===== config.mk =====
export PLATFORM = sky130hd
export DESIGN_NAME = sram_port_arbiter
export DESIGN_NICKNAME = d
export VERILOG_FILES = /design/src/rtl/sram_arb_pkg.sv /design/src/rtl/sram_access_seq.sv /design/src/rtl/sram_port_arbiter.sv
export SDC_FILE = /design/constraint.sdc
export NUM_CORES = 1
export LEC_CHECK = 0
export ABC_AREA = 1
export CORE_UTILIZATION = 40
export DETAILED_ROUTE_END_ITERATION = 12
export PLACE_DENSITY_LB_ADDON = 0.05
export RECOVER_POWER = 25
export REMOVE_ABC_BUFFERS = 1
export SYNTH_ARGS = -nofsm -noshare
export SYNTH_HDL_FRONTEND = slang
export SYNTH_SLANG_ARGS = --single-unit

===== constraint.sdc =====
create_clock -name clk -period 9.3 [get_ports clk]
set_clock_uncertainty 0.15 [all_clocks]
set_input_delay 0.93 -clock clk [delete_from_list [all_inputs] [get_ports clk]]
set_output_delay 0.93 -clock clk [all_outputs]
set_load 0.005 [all_outputs]

===== src/rtl/sram_arb_pkg.sv =====
// sram_arb_pkg: shared state encoding, source ids and bus widths for the SRAM port arbiter
package sram_arb_pkg;
    localparam int AW = 20;
    localparam int DW = 16;
    typedef enum logic [1:0] {IDLE, RD, WR, DONE} state_t;
    localparam logic SRC_VGA = 1'b0;
    localparam logic SRC_CPU = 1'b1;
endpackage


===== src/rtl/sram_access_seq.sv =====
// sram_access_seq: runs one SRAM access at a time (RD/WR strobe timing, registered pins, read capture)
//  in:  start/start_* describe the access granted this cycle; sram_dq_in is the pin read data
//  out: state/src of the access in flight, captured read data per requester, registered SRAM pins
module sram_access_seq import sram_arb_pkg::*; #(
    parameter int RD_CYCLES = 2,
    parameter int WR_CYCLES = 2
) (
    input  logic          clk,
    input  logic          reset,
    input  logic          start,
    input  logic          start_src,
    input  logic          start_write,
    input  logic [AW-1:0] start_addr,
    input  logic [DW-1:0] start_wdata,
    input  logic [1:0]    start_be,
    output state_t        state,
    output logic          src,
    output logic [DW-1:0] vga_rdata,
    output logic [DW-1:0] cpu_rdata,
    output logic [AW-1:0] sram_addr,
    output logic [DW-1:0] sram_dq_out,
    output logic          sram_dq_oe,
    input  logic [DW-1:0] sram_dq_in,
    output logic          sram_ce_n,
    output logic          sram_oe_n,
    output logic          sram_we_n,
    output logic          sram_ub_n,
    output logic          sram_lb_n
);
    localparam int MAXC = (RD_CYCLES > WR_CYCLES) ? RD_CYCLES : WR_CYCLES;
    localparam int CW = $clog2(MAXC + 1);
    state_t state_q, state_d;
    logic [CW-1:0] cnt_q, cnt_d;
    logic src_q, src_d;
    logic [1:0] be_q, be_d;
    logic [AW-1:0] addr_q, addr_d;
    logic [DW-1:0] dq_out_q, dq_out_d, vga_rdata_q, vga_rdata_d, cpu_rdata_q, cpu_rdata_d;
    logic ce_n_q, ce_n_d, oe_n_q, oe_n_d, we_n_q, we_n_d, ub_n_q, ub_n_d, lb_n_q, lb_n_d;
    logic dq_oe_q, dq_oe_d;
    always_comb begin
        state_d     = state_q;
        cnt_d       = cnt_q;
        src_d       = src_q;
        be_d        = be_q;
        addr_d      = addr_q;
        dq_out_d    = dq_out_q;
        vga_rdata_d = vga_rdata_q;
        cpu_rdata_d = cpu_rdata_q;
        case (state_q)
            RD: begin
                cnt_d = cnt_q + 1'b1;
                if (cnt_q == CW'(RD_CYCLES - 1)) begin
                    state_d = DONE;
                    if (src_q == SRC_VGA) vga_rdata_d = sram_dq_in;
                    else cpu_rdata_d = sram_dq_in;
                end
            end
            WR: begin
                cnt_d = cnt_q + 1'b1;
                if (cnt_q == CW'(WR_CYCLES - 1)) state_d = DONE;
            end
            default: begin
                state_d = start ? (start_write ? WR : RD) : IDLE;
                if (start) begin
                    cnt_d    = '0;
                    src_d    = start_src;
                    be_d     = start_be;
                    addr_d   = start_addr;
                    dq_out_d = start_wdata;
                end
            end
        endcase
        // pins are registered from the next state so they change on the same edge as the state
        ce_n_d  = !(state_d == RD || state_d == WR);
        oe_n_d  = state_d != RD;
        we_n_d  = state_d != WR;
        ub_n_d  = (state_d == RD) ? 1'b0 : (state_d == WR) ? ~be_d[1] : 1'b1;
        lb_n_d  = (state_d == RD) ? 1'b0 : (state_d == WR) ? ~be_d[0] : 1'b1;
        // keep driving for one cycle after we_n rises so the SRAM sees data hold
        dq_oe_d = (state_d == WR) || (state_d == DONE && state_q == WR);
    end
    always_ff @(posedge clk or posedge reset) begin
        if (reset) begin
            state_q     <= IDLE;
            cnt_q       <= '0;
            src_q       <= SRC_VGA;
            be_q        <= 2'b00;
            addr_q      <= '0;
            dq_out_q    <= '0;
            vga_rdata_q <= '0;
            cpu_rdata_q <= '0;
            ce_n_q      <= 1'b1;
            oe_n_q      <= 1'b1;
            we_n_q      <= 1'b1;
            ub_n_q      <= 1'b1;
            lb_n_q      <= 1'b1;
            dq_oe_q     <= 1'b0;
        end else begin
            state_q     <= state_d;
            cnt_q       <= cnt_d;
            src_q       <= src_d;
            be_q        <= be_d;
            addr_q      <= addr_d;
            dq_out_q    <= dq_out_d;
            vga_rdata_q <= vga_rdata_d;
            cpu_rdata_q <= cpu_rdata_d;
            ce_n_q      <= ce_n_d;
            oe_n_q      <= oe_n_d;
            we_n_q      <= we_n_d;
            ub_n_q      <= ub_n_d;
            lb_n_q      <= lb_n_d;
            dq_oe_q     <= dq_oe_d;
        end
    end
    assign state       = state_q;
    assign src         = src_q;
    assign vga_rdata   = vga_rdata_q;
    assign cpu_rdata   = cpu_rdata_q;
    assign sram_addr   = addr_q;
    assign sram_dq_out = dq_out_q;
    assign sram_dq_oe  = dq_oe_q;
    assign sram_ce_n   = ce_n_q;
    assign sram_oe_n   = oe_n_q;
    assign sram_we_n   = we_n_q;
    assign sram_ub_n   = ub_n_q;
    assign sram_lb_n   = lb_n_q;
endmodule


===== src/rtl/sram_port_arbiter.sv =====
// sram_port_arbiter: shares one async 16-bit SRAM between a VGA read port and a CPU Avalon-MM port
//  vga_*:  req/addr in, gnt pulse on acceptance, rvalid pulse with rdata
//  cpu_*:  Avalon-MM slave (address/read/write/writedata/byteenable in, readdata/waitrequest out)
//  sram_*: registered SRAM pins with split tristate data (dq_out/dq_oe/dq_in)
module sram_port_arbiter import sram_arb_pkg::*; #(
    parameter int RD_CYCLES    = 2,
    parameter int WR_CYCLES    = 2,
    parameter int STARVE_LIMIT = 4
) (
    input  logic          clk,
    input  logic          reset,
    input  logic          vga_req,
    input  logic [AW-1:0] vga_addr,
    output logic          vga_gnt,
    output logic          vga_rvalid,
    output logic [DW-1:0] vga_rdata,
    input  logic [AW-1:0] cpu_address,
    input  logic          cpu_read,
    input  logic          cpu_write,
    input  logic [DW-1:0] cpu_writedata,
    input  logic [1:0]    cpu_byteenable,
    output logic [DW-1:0] cpu_readdata,
    output logic          cpu_waitrequest,
    output logic [AW-1:0] sram_addr,
    output logic [DW-1:0] sram_dq_out,
    output logic          sram_dq_oe,
    input  logic [DW-1:0] sram_dq_in,
    output logic          sram_ce_n,
    output logic          sram_oe_n,
    output logic          sram_we_n,
    output logic          sram_ub_n,
    output logic          sram_lb_n
);
    localparam int SW = $clog2(STARVE_LIMIT + 1);
    state_t state;
    logic src, arb_ok, cpu_req, cpu_done, cpu_elig, cpu_win, vga_win;
    logic [SW-1:0] starve_q, starve_d;
    always_comb begin
        arb_ok   = state == IDLE || state == DONE;
        cpu_req  = cpu_read || cpu_write;
        cpu_done = state == DONE && src == SRC_CPU;
        // the CPU's own completing request must not re-grant while the master still holds it
        cpu_elig = arb_ok && cpu_req && !cpu_done;
        cpu_win  = cpu_elig && (starve_q == SW'(STARVE_LIMIT) || !vga_req);
        vga_win  = arb_ok && vga_req && !cpu_win && !reset;
        starve_d = cpu_win ? '0 : (vga_win && cpu_elig && starve_q != SW'(STARVE_LIMIT)) ? starve_q + 1'b1 : starve_q;
    end
    always_ff @(posedge clk or posedge reset) begin
        if (reset) starve_q <= '0;
        else starve_q <= starve_d;
    end
    assign vga_gnt         = vga_win;
    assign vga_rvalid      = state == DONE && src == SRC_VGA;
    assign cpu_waitrequest = cpu_req && !cpu_done;
    sram_access_seq #(.RD_CYCLES(RD_CYCLES), .WR_CYCLES(WR_CYCLES)) u_seq (
        .clk        (clk),
        .reset      (reset),
        .start      (vga_win || cpu_win),
        .start_src  (cpu_win ? SRC_CPU : SRC_VGA),
        .start_write(cpu_win && !cpu_read),
        .start_addr (cpu_win ? cpu_address : vga_addr),
        .start_wdata(cpu_writedata),
        .start_be   (cpu_win ? cpu_byteenable : 2'b11),
        .state      (state),
        .src        (src),
        .vga_rdata  (vga_rdata),
        .cpu_rdata  (cpu_readdata),
        .sram_addr  (sram_addr),
        .sram_dq_out(sram_dq_out),
        .sram_dq_oe (sram_dq_oe),
        .sram_dq_in (sram_dq_in),
        .sram_ce_n  (sram_ce_n),
        .sram_oe_n  (sram_oe_n),
        .sram_we_n  (sram_we_n),
        .sram_ub_n  (sram_ub_n),
        .sram_lb_n  (sram_lb_n)
    );
endmodule


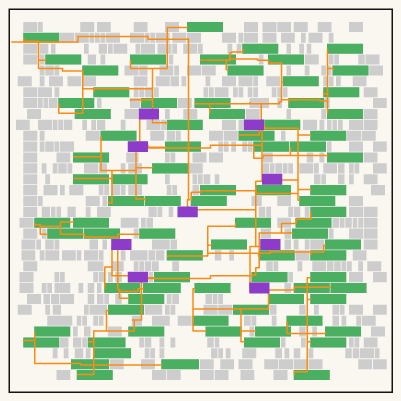
**Above:** clock network drawn from the DEF.
Scale: 4 px per µm.
[flip-flops] green | count: 84
[clock wires] orange | length: 1,010 µm
[cells driving clock nets] purple | count: 9
flops lie: widely spread
routed clock nets: 10
Clock Power: 0.000241 W
Clk pwr share: 14.0%

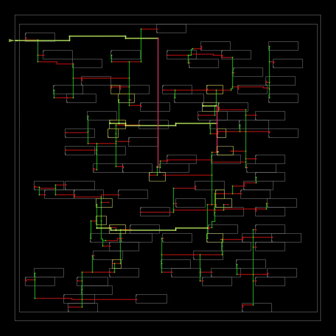
**Above:** clock nets.
clock buffer count: 10
flip-flops: 84
CTS buffer count: 9
Worst-Skew Late Latency: 0.34 ns

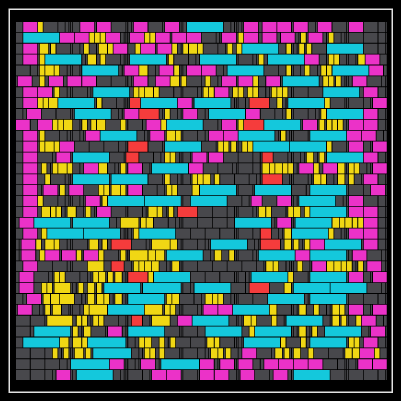
**Above:** placed cells, one color a class.
Scale: 4 px per µm. Fill, decap, tap and diode cells in gray.
| class | color | cells |
|---|---|---|
| flip-flops | cyan | 84 |
| other buffers and delay cells | magenta | 156 |
| clock drivers and dummy loads | red | 16 |
| all other logic | yellow | 281 |
Seq area share: 40.1%
fin util: 63.0%
Site Rows: 33
fin area: 5260 µm²

==> notes.md <==
yosys + openroad results -> core area=between 8000 and 9000 µm², Peak VDD IR=0.189 mV, remaining antenna violation count=0, Yosys Chip Area=3490 µm², ys cells=382, gr ovfl total=0, Synth flops=between 80 and 90, share of cells above drive strength 1=5.77%, Slew headroom=-26.8%, CTS max path bufs=2, status=complete, but fails checks, Worst Path Arrival=4.45 ns, top_reg_cell synth=dfrtp_1, Worst setup SP type=primary input, fillers=750, Pleak=2.44 nW, total of max-cap violations=1, dpl ws=4.99 ns, die width=~95 µm, Max Fclk=181 MHz, ys async rst share=100%, # Post-CTS Setup Buffers=0, Top cell by count, worst path=inv_1, die outline height=around 95 µm, CTS clock-pin slew for the worst setup and hold paths=around 0.09 ns, diode count=0, CTS tree=yes, Post-synth area hogs=dfrtp_1 (57%), nand2_1 (14%), o21ai_0 (5.3%), sequential-to-total area share from yosys stat=between 60% and 70%, OpenROAD warning count=28, CP delay by family, top=buffers and inverters, EDFF count, synth=0, Largest stage delay, worst path=1.42 ns, vias per inst=between 4 and 5, Netlist Area Pre-Place=3490 µm², Post-Syn Instances=382, pwr dens=329 nW/µm², Area leader share=56.7%, RSZ-0062 raised after global routing=no, HPWL after DPL=approximately 6000 µm, # DRC=0, pin count of the biggest net entering global routing=60, Resize count post-CTS=0, Final #Nets=617, WP data required=around 8.2 ns, Final setup viols=0, setup ws final=3.77 ns, CP max stage cell=clkinvlp_2, CP cell instances=dlygate4sd3_1 > clkinvlp_2 > nand3_1 > inv_1 > nand2_1 > inv_1 > clkdlybuf4s50_1, Slew @ Worst Pin=1.89 ns, fin. max-slew vios=46, Iter 0 DRT Violations=89, type of element capturing the critical path=primary output, GRT Resource Usage Total=19.0%, top cells by count, synth=nand2_1 (133), dfrtp_1 (79), o21ai_0 (37), Cell Type Count=26, via count of the first global-routing pass=2,775, Synth area leader=dfrtp_1, initial core utilization=41.8%, Hold Vio Cnt, Final=0, Worst Path Buf+Inv=5, Mean Syn Cell Area=between 9 and 10 µm², placed insts=626, Post-Layout Cell Count=642, H-tree lvl count=3, Final Wtd Congestion=a little under 0.8, Initial DRT Pass Iterations=5, initial antenna violation count=0, Max FO, Critical Path=45, min cycle time layout=5.53 ns, hold crit path type=reg -> reg, setup tns final=0 ns, Hold Buf Count CTS=0, chip area=9090 µm², Hold WS=0.329 ns, period utilisation layout=59.5%, violated checks=capacitance limit, slew limit, most frequent logic cell in the layout=clkdlybuf4s50_1, CTS sink cnt=84, most common logic cells in the final layout=clkdlybuf4s50_1 (141), nand2_1 (133), dfrtp_1 (79)
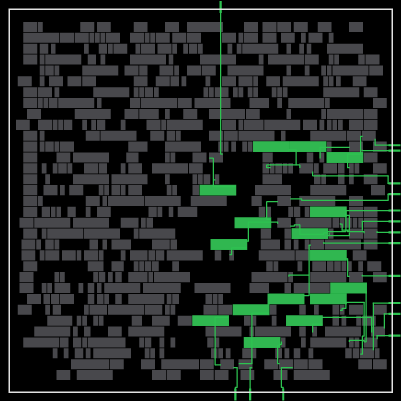
**Above:** port wiring.
Scale: 4 px per µm.
| port | color | bits | direction | end cells | wire |
|---|---|---|---|---|---|
| cpu_readdata | green | 16 | output | 16 | 442 µm |
IO buf count: 155
I/O pin total: 156

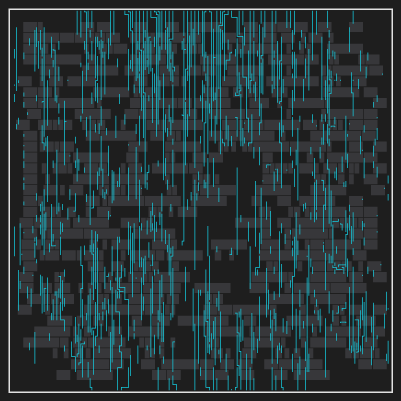
**Above:** M2 wires.
Scale: 4 px per µm. Cells faint in the background.
wire length on this layer: 3,950 µm
main direction: vertical
nets with wire on the layer: 487
share of all routed wire: 47%
via count: 3,006
final WL: 8480 µm
met2 usage: 30.1%

[worst register-to-register path, delay by kind of cell (launching register included)]
family | cells | cell delay (ns)
fa+ha+maj | 1 | 0.42
flops | 1 | 0.42
simple gates | 4 | 1.19
buf+inv | 3 | 0.47
compound gates | 1 | 0.07
[flip-flops by register name (all words and copies together) (netlist names), 2 cells and up]
signal / flops
u_seq.sram_addr: 20
u_seq.cpu_rdata: 16
u_seq.sram_dq_out: 16
u_seq.vga_rdata: 16
starve_q: 3
u_seq.be_q: 2
u_seq.cnt_q: 2
u_seq.state: 2
[area by class of cell]
cell class / instances / area (µm²) / share of cell area (%)
clock buffers: 10 / 138 / 2.62
inverters: 35 / 133 / 2.52
flip-flops and latches: 84 / 2110 / 40.1
well taps: 105 / 131 / 2.50
multi-input cells: 246 / 1140 / 21.7
repair buffers: 156 / 1560 / 29.7
clock inverters: 6 / 47.5 / 0.905
[kinds of logic (layout without fill, tap and decap cells)]
group	Yosys count	after routing	share of synthesized area (%)
adders and majority gates	6	6	2.15
DFF	84	84	60.5
AOI/OAI and AO/OA	64	64	10.1
buffers and inverters	52	207	6.75
and+or+nand+nor	176	176	20.5
[stage by stage]
step	power (W)	area, µm²
global placement	0.00150	5070
finish	0.00173	5260
detailed placement	0.00152	5070
floorplan	0.00104	3380
global route	0.00188	5260
CTS	0.00177	5260
[path summary, 6_finish.rpt]
kind,start,slack (ns),end,depth (start not counted)
worst max-delay path,reset,3.77,vga_gnt,7
worst min-delay path,u_seq.sram_dq_out[15]$_DFFE_PP0P_,0.33,u_seq.sram_dq_out[15]$_DFFE_PP0P_,2
worst max register to register,u_seq.state[0]$_DFF_PP0_,6.46,u_seq.cnt_q[1]$_DFFE_PP0P_,9
worst min register to register,u_seq.sram_dq_out[15]$_DFFE_PP0P_,0.33,u_seq.sram_dq_out[15]$_DFFE_PP0P_,2
max in group asynchronous,reset,6.37,u_seq.sram_addr[11]$_DFFE_PP0P_,3
min in group asynchronous,reset,1.36,u_seq.sram_dq_out[5]$_DFFE_PP0P_,2
[power breakdown]
part / switching [W] / internal, W
logic: 0.000398 / 0.000435
registers: 0.0000938 / 0.000559
clock network: 0.000135 / 0.000106
[metal layers]
| metal | share of wire, % | track usage (%) |
|---|---|---|
| met1 | 44 | 24.7 |
| met2 | 47 | 30.1 |
| met3 | 8.8 | 5.98 |
| met4 | 0.64 | 6.44 |
| met5 | 0 | 0 |
No activity file was given, so power comes from the tool's default toggle rates.
